==> images/ff_map.png <==
(3 px per µm)
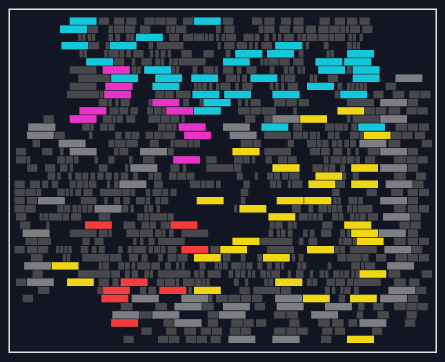
==> images/sizing.png <==
(3 px per µm)
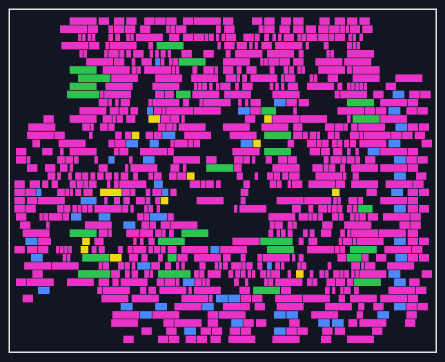
==> images/m3.png <==
(3 px per µm)
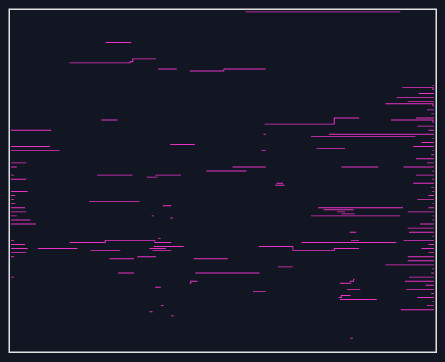
==> images/route_heat.png <==
(3 px per µm) 28 x 23 tiles, from black (low) to pale yellow (high), scaled to the fullest tile. Values are wire area over tile area, all layers added.
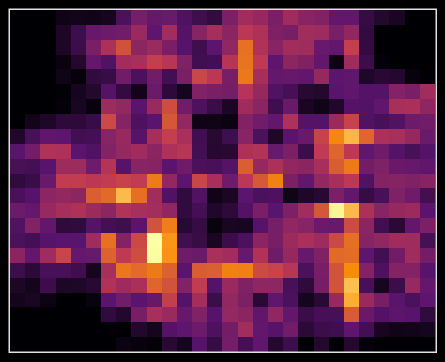
==> config.mk <==
export PLATFORM = sky130hd
export DESIGN_NAME = gpu_bus_initiator
export DESIGN_NICKNAME = d
export VERILOG_FILES = /design/src/rtl/gpu_bus_initiator.sv
export SDC_FILE = /design/constraint.sdc
export NUM_CORES = 1
export LEC_CHECK = 0
export CORE_ASPECT_RATIO = 0.8
export CORE_UTILIZATION = 40
export DETAILED_ROUTE_END_ITERATION = 16
export PLACE_DENSITY = 0.69
export RECOVER_POWER = 25
export SLEW_MARGIN = 20
export SYNTH_ARGS = -nofsm -noshare
export SYNTH_HDL_FRONTEND = slang
export SYNTH_SLANG_ARGS = --single-unit
==> constraint.sdc <==
create_clock -name clk_clk -period 10.55 [get_ports clk_clk]
set_input_delay 1.055 -clock clk_clk [delete_from_list [all_inputs] [get_ports clk_clk]]
set_output_delay 1.055 -clock clk_clk [all_outputs]
set_load 0.01 [all_outputs]
==> results.ini <==
[synth]
yosys_warnings=0
ys_sh_adder=0.0140
async_reset_ff_frac=1.00
topCombFamilyByArea=simple AND/OR/NAND/NOR gates
yosysUniqueCellTypes=64
ys_sh_aoi=0.146
synth_seq_share=0.496
syn_area_um2=6260
synth-main-ff-cell=dfrtp_1
xor_share=0.0112
syn_area_per_cell_um2=9.68
top_cells_by_area=dfrtp_1 50%, mux2_2 7.0%, nand2_1 6.4%
ys_area_um2=6260
syn_nets=723
ys_ff=124
yosysTopAreaCell=dfrtp_1
synth-edff-count=0
syn_inst=646
most_common_cell=dfrtp_1
ys_cells=646
yosysTopAreaCellShare=0.496
synth-simple-area-share=0.223
mux_area_frac=0.0734
synthTopCellsByCount=124 x dfrtp_1, 107 x nand2_1, 60 x nand3_1

[finish]
sh_comb_area=0.332
fillers=1325
layout_top_cell=clkdlybuf4s50_1
clkbuf_count=22
regArea_um2=3100
layout-drive-gt1-share=0.112
combGateArea_um2=2920
final_cells=1031
antennaDiodeCount=0
nonClkBufAreaFrac=0.204
largestClassByArea=sequential cells
finalNetCount=885
multiInputCombCellCount=470
non_clock_inverter_count=14
final_cell_mix=163 x clkdlybuf4s50_1, 124 x dfrtp_1, 106 x nand2_1, 60 x nand3_1, 39 x mux2_2
final-clk-cell-share=0.0759
flops=124

[job]
warnings=29
drv_cap=1

[routing]
dr_wl_met3_um=1010
first_pass_iters=5
drt-initial-drc-count=410
routed_via_density=5.43
dr.max_layer_used=met4
met2_length_um=8110
antenna_left=0
wl_met1_um=8170
drc_errors=0

[placed_design]
dpl_cell_area_um2=8150
place_ws_ns=6.37
place.port_buffers=174
dp_hpwl_um=12300
dp.cells=999
gp_congestion=0.866

[power]
powerComb_uw=1200
combPwrFrac=0.438
top_power_group=combinational logic
total_power_uw=2740
ir_drop_v=0.000154
seq_power_share=0.322
p_leak_uw=0.00381
p_per_area_nw_per_um2=311
switchingPower_uw=994
internal_power_uw=1740
swShare=0.363
p_clk_uw=657
clkPwrFrac=0.240

[status]
failed_checks=capacitance limit, slew limit
status=finished with violations

[sta]
fmax_ghz=0.152
slew_headroom=-1.11
fin_crit_ns=6.57
rsz0062_at_grt=no
tns_ns=0
finalClockPeriodUsage=0.623
hold_violations=0
timing.hold.ws_ns=0.456
setup_viol=0
worst_slew_pin_slew_ns=3.15
fin_skew_ns=0.00805
final_max_slew_viol_count=73

[cts]
cts_root_buf=clkbuf_16
clockBufferDepth=2
cts_sinks=124
hold_buffers=0
clkTransAtPathRegs_ns=0.05
htree_num_levels=4
numCtsBuffers=17
clkLatencyLatePin_ns=0.42
cts_resized=0
cts_tree=done
post_cts_buffers=0

[global_routing]
grt_max_degree=73
busiest_layer=met2
antenna_found_initial=0
grt_pass1_vias=5344
grt_util_met2=0.350
use_met1=0.315
grt.overflow.total=0
grt_pass1_wl_um=28400

[critical_path]
reg2reg_depth=5
crit_slowest_cell=clkinvlp_2
end_kind=output pin
cp_top_family=buffers and inverters
path_buffers=3
critPathLaunchType=input pin
cp_data_required_time_ns=9.50
arrival_ns=5.51
critPathKind=input pin to output pin
cp_max_fo=72
slowest_delay_ns=2.38
worstPathCellList=dlygate4sd3_1 -> clkinvlp_2 -> and3_1 -> clkdlybuf4s50_1
cp.depth=4
rrSetupSlack_ns=6.86

[hold_path]
min_path_cells=2
hold_class=flop to flop

[die]
core_area_um2=15200
die_area_um2=16100
die_height_um=114
io_pins=175
tapCellCount=210
fp_util=0.413
rows=40
fp.dieW_um=142

Back to the opening pictures, ff_map.png:
- rsp_data: cyan (flops 32; where a band across the top)
- r_left: red (flops 8; where lower left)
- bus_address: yellow (flops 30)
- r_tcount: magenta (flops 10)
Final Core Density: 0.581
flop share of the area: 0.352
sequential power: 882 µW

Back to the opening pictures, sizing.png:
- x2: blue (cells 53)
- x6 and larger: green (cells 27)
- x1 and smaller: magenta (cells 729)
- x3 and x4: yellow (cells 12)
fin area: 8800 µm²
setup slack after layout: 3.98 ns
Repair and plain buffers: 181
P&R area growth vs syn: 40.7%

Back to the opening pictures, m3.png:
- longest straight run: 51.3 µm
- share of all routed wire: 5.8%
- main direction: horizontal
- wire length on this layer: 1010 µm
DRT Wirelength: 17600 µm
via count: 5599
met3 Resource Use GR: 0.0504

Back to the opening pictures, route_heat.png:
- mean over tiles: 0.17
- fullest tile: 0.61
- tiles over half the peak: 12%
- nearly empty tiles: 11%
- emptiest ninth of the die: upper left
Wirelength per Cell: 17.0 µm
GRT Util Overall: 0.227

No activity file was given, so power comes from the tool's default toggle rates.
